==> config.mk <==
export PLATFORM = sky130hd
export DESIGN_NAME = hilbert_cplx_framer
export DESIGN_NICKNAME = d
export VERILOG_FILES = /design/src/rtl/hilbert_pkg.sv /design/src/rtl/axis_fwft_fifo.sv /design/src/rtl/hilbert_cplx_framer.sv
export SDC_FILE = /design/constraint.sdc
export NUM_CORES = 1
export LEC_CHECK = 0
export ABC_AREA = 1
export CAP_MARGIN = 20
export CORE_MARGIN = 3
export CORE_UTILIZATION = 39
export CTS_BUF_LIST = sky130_fd_sc_hd__clkbuf_4
export CTS_CLUSTER_SIZE = 10
export DETAILED_ROUTE_END_ITERATION = 12
export GPL_TIMING_DRIVEN = 0
export PLACE_DENSITY = 0.6
export SYNTH_ARGS = -nofsm -noshare
export SYNTH_HDL_FRONTEND = slang
export SYNTH_SLANG_ARGS = --single-unit
export TNS_END_PERCENT = 10
==> constraint.sdc <==
create_clock -name aclk -period 10.35 [get_ports aclk]
set_input_delay 2.07 -clock aclk [delete_from_list [all_inputs] [get_ports aclk]]
set_output_delay 2.07 -clock aclk [all_outputs]
set_load 0.005 [all_outputs]
==> src/rtl/hilbert_pkg.sv <==
// Shared types and helpers for unpacking fir_hilbert m_axis_data beats
// into packed complex samples.
package hilbert_pkg;

  localparam int DATA_W    = 16;
  localparam int S_TDATA_W = 56;
  localparam int RE_LSB    = 0;
  localparam int IM_LSB    = 32;

  typedef struct packed {
    logic [DATA_W-1:0] im;
    logic [DATA_W-1:0] re;
  } cplx_t;

  // Bit-exact extraction; every bit outside the two fields is ignored.
  function automatic cplx_t unpack(input logic [S_TDATA_W-1:0] tdata,
                                   input int                   im_lsb);
    cplx_t c;
    c.re = tdata[RE_LSB +: DATA_W];
    c.im = tdata[im_lsb +: DATA_W];
    return c;
  endfunction

endpackage

==> src/rtl/axis_fwft_fifo.sv <==
// First-word-fall-through FIFO with a registered output stage. Capacity is
// DEPTH samples counting the one held in the output register.
import hilbert_pkg::*;

module axis_fwft_fifo #(
  parameter int WIDTH = 32,
  parameter int DEPTH = 16,
  localparam int AW   = $clog2(DEPTH),
  localparam int CW   = AW + 1
) (
  input  logic             aclk,
  input  logic             areset,
  input  logic             in_valid,
  input  logic [WIDTH-1:0] in_data,
  output logic [WIDTH-1:0] out_data,
  output logic             out_valid,
  input  logic             out_ready,
  output logic             full,
  output logic             empty,
  output logic [CW-1:0]    occupancy
);

  logic [WIDTH-1:0] mem [DEPTH];
  logic [AW-1:0]    wr_ptr;
  logic [AW-1:0]    rd_ptr;
  logic [CW-1:0]    mem_cnt;
  logic             pop;
  logic             wr;
  logic             load;

  assign pop       = out_valid & out_ready;
  assign occupancy = mem_cnt + CW'(out_valid);
  assign full      = (occupancy == CW'(DEPTH));
  assign empty     = (occupancy == '0);
  // A full FIFO still accepts when the output register drains this cycle.
  assign wr        = in_valid & (~full | pop);
  // Refill the output register whenever it is free or being consumed.
  assign load      = (~out_valid | pop) & (mem_cnt != '0);

  // NOTE: storage has no reset; pointers and the count define what is valid,
  // so clearing the array would only cost a reset tree for no behaviour.
  always_ff @(posedge aclk) begin
    if (wr) mem[wr_ptr] <= in_data;
  end

  // NOTE: sequential state uses non-blocking assignments only, so every
  // right-hand side below reads the pre-edge value regardless of order.
  always_ff @(posedge aclk or posedge areset) begin
    if (areset) begin
      wr_ptr    <= '0;
      rd_ptr    <= '0;
      mem_cnt   <= '0;
      out_valid <= 1'b0;
      out_data  <= '0;
    end else begin
      if (wr)   wr_ptr <= wr_ptr + 1'b1;
      if (load) rd_ptr <= rd_ptr + 1'b1;
      mem_cnt <= mem_cnt + CW'(wr) - CW'(load);
      if (load) begin
        out_data  <= mem[rd_ptr];
        out_valid <= 1'b1;
      end else if (pop) begin
        out_valid <= 1'b0;
      end
    end
  end

endmodule

==> src/rtl/hilbert_cplx_framer.sv <==
// Buffers fir_hilbert output as {im, re} AXI-Stream beats, frames them with
// tlast every FRAME_LEN beats and accounts for samples lost to overflow.
import hilbert_pkg::*;

module hilbert_cplx_framer #(
  parameter int DATA_W     = hilbert_pkg::DATA_W,
  parameter int S_TDATA_W  = hilbert_pkg::S_TDATA_W,
  parameter int IM_LSB     = hilbert_pkg::IM_LSB,
  parameter int FRAME_LEN  = 1024,
  parameter int FIFO_DEPTH = 16
) (
  input  logic                 aclk,
  input  logic                 areset,
  input  logic                 s_axis_data_tvalid,
  input  logic [S_TDATA_W-1:0] s_axis_data_tdata,
  output logic [2*DATA_W-1:0]  m_axis_tdata,
  output logic                 m_axis_tvalid,
  input  logic                 m_axis_tready,
  output logic                 m_axis_tlast,
  output logic                 overflow,
  output logic [15:0]          drop_cnt,
  output logic [15:0]          frame_cnt
);

  localparam int BW = (FRAME_LEN > 1) ? $clog2(FRAME_LEN) : 1;
  localparam int CW = $clog2(FIFO_DEPTH) + 1;

  cplx_t         smp;
  logic          fifo_full;
  logic          fifo_empty;
  logic [CW-1:0] fifo_occ;
  logic [BW-1:0] beat_cnt;
  logic          hs;
  logic          drop;

  assign smp = unpack(s_axis_data_tdata, IM_LSB);

  axis_fwft_fifo #(
    .WIDTH (2*DATA_W),
    .DEPTH (FIFO_DEPTH)
  ) u_fifo (
    .aclk      (aclk),
    .areset    (areset),
    .in_valid  (s_axis_data_tvalid),
    .in_data   (smp),
    .out_data  (m_axis_tdata),
    .out_valid (m_axis_tvalid),
    .out_ready (m_axis_tready),
    .full      (fifo_full),
    .empty     (fifo_empty),
    .occupancy (fifo_occ)
  );

  // Status taps kept on the FIFO for debug visibility; framing does not need them.
  logic unused_fifo_status;
  assign unused_fifo_status = &{1'b0, fifo_empty, fifo_occ};

  assign hs           = m_axis_tvalid & m_axis_tready;
  assign drop         = s_axis_data_tvalid & fifo_full & ~hs;
  assign m_axis_tlast = (beat_cnt == BW'(FRAME_LEN-1)) & m_axis_tvalid;

  always_ff @(posedge aclk or posedge areset) begin
    if (areset) begin
      beat_cnt  <= '0;
      frame_cnt <= '0;
      overflow  <= 1'b0;
      drop_cnt  <= '0;
    end else begin
      if (hs) begin
        if (m_axis_tlast) begin
          beat_cnt  <= '0;
          frame_cnt <= frame_cnt + 16'd1;
        end else begin
          beat_cnt  <= beat_cnt + 1'b1;
        end
      end
      if (drop) begin
        overflow <= 1'b1;
        if (drop_cnt != 16'hFFFF) drop_cnt <= drop_cnt + 16'd1;
      end
    end
  end

endmodule
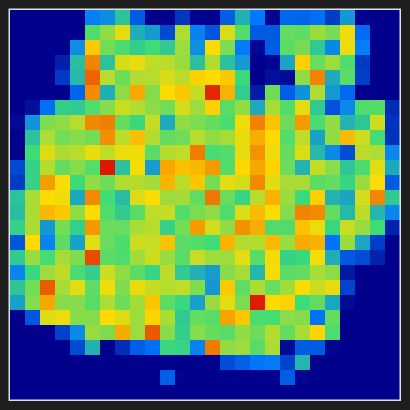
Run 1: cell area per tile
(1.5 px per um) 26 x 26 tiles, from dark blue (low) to red (high), 0 to 100% covered.
tiles over 75% full	11%
emptiest ninth of the die	lower right
mean over tiles	42%

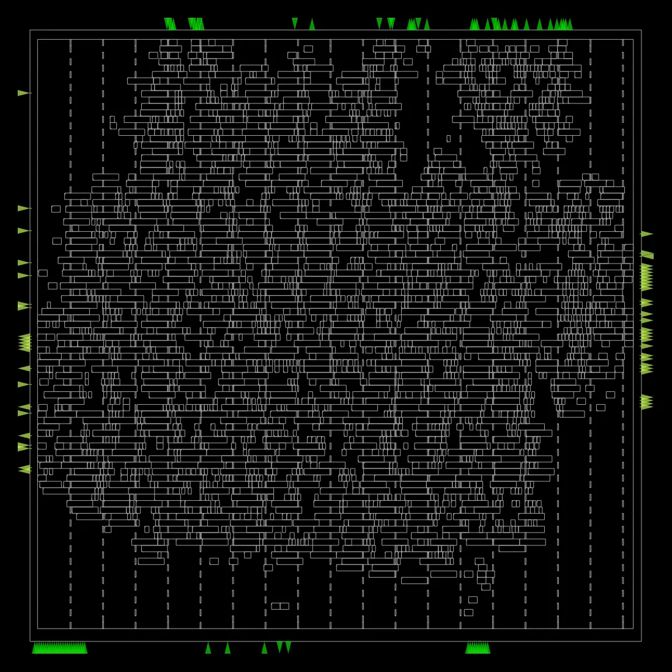
Run 1: placement view
core area: 0.0633 mm2
Row Count: 92
register share of the cell area: 59.3%
Fillers: 5,792
seq_cells: 601

==> notes.md, run 1 <==
flow finished, numbers: adder share less than 1%, Comb pwr share between 30% and 40%, logic area 0.00679 mm2, post-CTS resize count 0, final antenna-violating net count 0, CTS buffer count 157, initial antenna violation count 4, final hold violation count 0, power share of the sequential group 38.8%, Detail Placement HPWL 44,400 um, CP Cell Sequence inv_1, nor2_1, nand2_1, nor4_1, clkdlybuf4s50_1, required time worst endpoint 8.28 ns, crit path capture type output pin, Mapped Area around 0.025 mm2, routed vias 17,700, DRT Pass-1 Iters 5, Mapped Cells 2,260, post-route minimum period around 4.7 ns, clock slew at reported path FFs 0.06 ns, Leakage 11.7 nW, Sw Share 37.6%, final worst path period share 44.9%, status finished, final reports clean, Crit-path slowest cell clkdlybuf4s50_1, Metal-1 WL 28,500 um, FP Core Util 39.6%, ys flops about 600, Comb power 2.73 mW, Post-Syn Area per Cell 11.1 um2, largest net degree at the start of global routing 48, Setup TNS Final 0 ns, min-delay worst type register to register, # clock sinks 601, final setup vio count 0, Yosys top cell by area edfxtp_1, Netlist cell types 33, CP Class register to output pin, total wire length 68,100 um, post-DR wirelength/cell ~19 um, Synth Area in Compound Gates 1.20%, Worst Skew roughly 0.047 ns
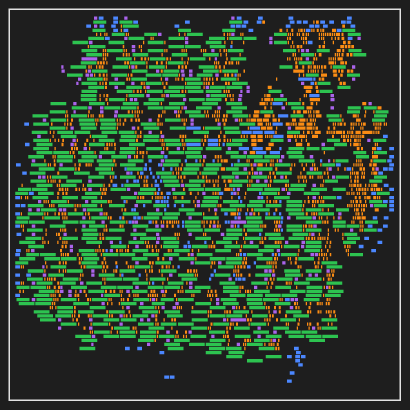
Run 1: placed cells, one colour a class
(1.5 px per um)
class	colour	cells	share of their area
clock drivers and dummy loads	purple	265	7.0%
remaining logic cells	orange	1,550	25%
remaining buffers and delay cells	blue	228	6.8%
sequential cells	green	601	62%
final core utilization: 46.9%
Finished Cell Area: 0.0297 mm2

-- run 1: stage by stage --
stage | area [um2] | util (%) | hold slack, ns | worst slack, ns | std cells
final | 29700 | 46.9 | 0.472 | 5.70 | 3497
after CTS | 29700 | 46.9 | 0.477 | 5.54 | 3490
after floorplan | 25100 | - | 0.465 | 5.87 | 2260
after detailed placement | 27700 | 43.7 | 0.459 | 5.11 | 3225
after global placement | 27200 | 42.9 | 0.455 | 3.45 | 3208
after global routing | 29700 | 46.9 | 0.493 | 5.40 | 3495
-- run 1: cell type report --
class                      instances  area share [%]
tap                              846            3.57
clock inverter                    22           0.607
timing repair buffer             119            4.66
sequential                       601            59.3
inverter                          67           0.856
antenna                            7          0.0590
multi-input combinational       1483            22.9
buffer                           109            1.93
clock buffer                     243            6.15
-- run 1: path summary, 6_finish.rpt --
kind	startpoint	to	slack, ns	cells past startpoint
min	overflow	overflow	0.47	1
max	u_fifo.out_valid	m_axis_tlast	5.70	5
min reg2reg	overflow	overflow	0.47	1
max in group asynchronous	areset	u_fifo.rd_ptr[1]	8.10	3
min in group asynchronous	areset	u_fifo.out_data[2]	1.52	2
max reg2reg	u_fifo.mem_cnt[2]	u_fifo.mem_cnt[4]	7.16	14
-- run 1: kinds of logic (layout without fill, tap and decap cells) --
group | after synthesis | after routing
flops | 601 | 601
simple gates | 1374 | 1374
fa+ha+maj | 19 | 19
compound gates | 60 | 60
xor+xnor | 30 | 30
other cells | 0 | 7
buf+inv | 176 | 560
-- run 1: sequential cells by signal, summed over array words and instances, names as in the netlist --
signal / flops
beat_cnt: 10
u_fifo.mem_cnt: 5
drop_cnt: 16
overflow: 1
u_fifo.out_valid: 1
u_fifo.out_data: 32
u_fifo.wr_ptr: 4
u_fifo.mem: 512
frame_cnt: 16
u_fifo.rd_ptr: 4
==> run 2: changes to the inputs <==
- PLACE_DENSITY: 0.6 -> 0.62
- clock period: 10.35 -> 3.7 ns (I/O delays scaled with it)
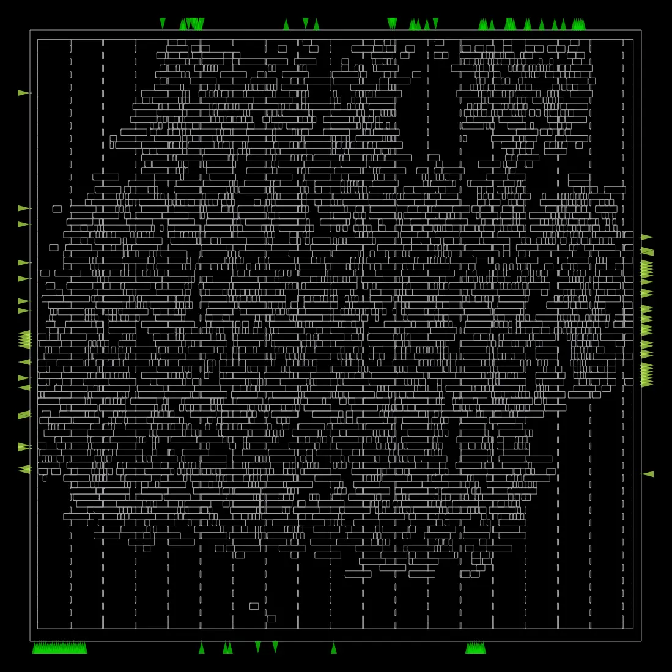
Run 2: placement view
Fillers: 5,840
final std cells w/o fill: 3,520
tap cells: 846
final core utilization: 47.3%

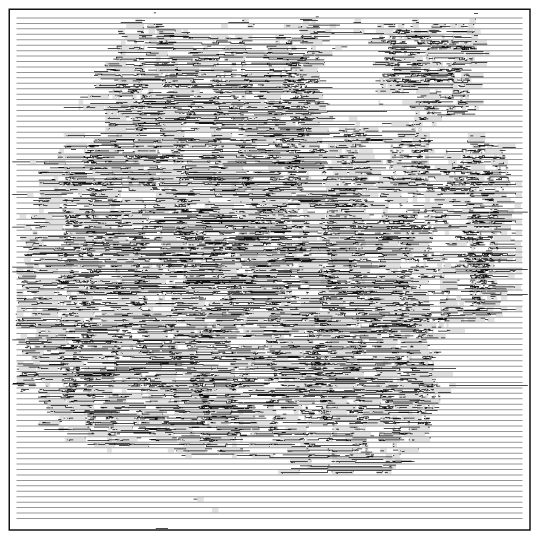
Run 2: met1 routing
(2 px per um) Supply wires on this layer in grey.
longest straight run	63.0 um
share of all routed wire	41%

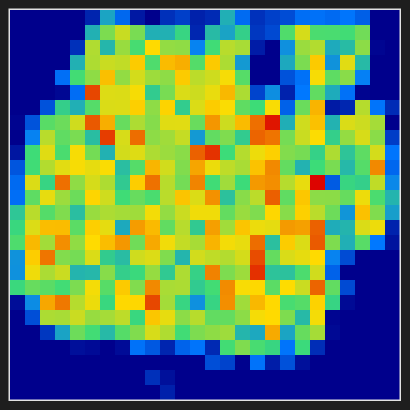
Run 2: cell area per tile
(1.5 px per um) 26 x 26 tiles, from dark blue (low) to red (high), 0 to 100% covered.
mean over tiles	43%
densest ninth of the die	centre
tiles over 75% full	14%
fullest tile	100%
FP Core Util: 39.6%

==> notes.md, run 2 <==
flow finished, numbers: total wire length 68,500 um (+0.60%), DRT Pass-1 Iters 7 (+2), clock slew at reported path FFs 0.06 ns (about the same), Leakage 11.8 nW (+1.1%), Comb power 7.68 mW (+180%), CP Cell Sequence inv_1, nor2_1, nand2_1, nor4_1, clkdlybuf4s50_1, Sw Share 37.3% (-0.26 points), status finished, final reports clean, hold path depth 1 (unchanged), required time worst endpoint 2.96 ns (-5.32 ns), crit path capture type output pin, final worst path period share 92.8%, R2R depth 14 (unchanged), Mapped Area 0.0251 mm2 (unchanged), Biggest register u_fifo.mem, r2r setup slk 0.43 ns (-6.73 ns), ys flops 601 (unchanged), power share of the sequential group 37.9% (-0.9 points), min-delay worst type register to register, Mapped Cells 2,260 (unchanged), post-CTS resize count 0 (unchanged), worst r2r dst u_fifo.mem_cnt[4], largest net degree at the start of global routing 63 (+31%), routed vias 17,900 (+1.2%), final hold violation count 0 (unchanged), share of layout cells above drive strength 1 about 17%, worst reg2reg startpoint u_fifo.mem_cnt[2], post-DR wirelength/cell 19.5 um (about the same), hold path startpoint overflow, Detail Placement HPWL 44,700 um (+0.73%), post-route minimum period 3.43 ns, Worst Hold End overflow, Fin Hold WS 0.471 ns (-0.000692 ns), # clock sinks 601 (unchanged), CP Class register to output pin, initial antenna violation count 3 (-1), core area 0.0633 mm2 (unchanged), Post-Syn Area per Cell 11.1 um2 (unchanged), final setup vio count 0 (unchanged), logic area 0.00679 mm2 (unchanged), Seq. pwr between 8 and 9 mW, Comb pwr share 34.1% (-0.6 points), biggest regs u_fifo.mem x512, u_fifo.out_data x32, CTS buffer count 159 (+1.3%), number of flip-flops in the largest register 512 (unchanged), Crit-path slowest cell clkdlybuf4s50_1, Worst Skew 0.0783 ns (+0.0309 ns)
run 2: critical path: cells and delay by family (launching register included):
family                 cells  cell delay [ns]
AND/OR/NAND/NOR            3             0.55
flip-flops                 1             0.51
buffers and inverters      2             0.66
run 2: metal layers:
| metal | routed length (um) | share of wire [%] | up-vias |
|---|---|---|---|
| li1 | - | - | 8393 |
| met1 | 28400 | 41 | 8607 |
| met2 | 31900 | 47 | 767 |
| met3 | 5630 | 8.2 | 164 |
| met4 | 2530 | 3.7 | 0 |
| met5 | 0 | 0 | - |
run 2: metrics by stage:
stage | setup slack, ns | cell area, um2 | instances | setup TNS [ns]
detailed placement | -0.244 | 27700 | 3225 | -0.244
CTS | 0.159 | 29900 | 3515 | 0
finish | 0.268 | 29900 | 3520 | 0
floorplan | 0.354 | 25100 | 2260 | 0
global placement | -1.78 | 27200 | 3208 | -907.52
global route | 0.0697 | 29900 | 3516 | 0
run 2: kinds of logic (layout without fill, tap and decap cells):
group,after synthesis,count (layout),share of synthesized area (%)
AOI/OAI and AO/OA,60,60,1.20
and+or+nand+nor,1374,1374,23.4
other,0,5,0
buffers and inverters,176,585,3.29
DFF,601,601,70.1
xor gates and xnor gates,30,30,1.05
adders and majority gates,19,19,0.977
run 2: cell type report:
cell class / count / share of cell area, %
Buffer: 109 / 1.92
Clock buffer: 263 / 6.60
Inverter: 67 / 0.849
Multi-Input combinational cell: 1483 / 22.7
Sequential cell: 601 / 58.8
Tap cell: 846 / 3.54
Clock inverter: 26 / 0.870
Timing Repair Buffer: 120 / 4.68
Antenna cell: 5 / 0.0418
run 2: what timing repair did:
item,CTS,global route
endpoints found under the hold margin,4,0
hold buffers,1,0
endpoints found under the setup margin,0,0
No activity file was given, so power comes from the tool's default toggle rates.
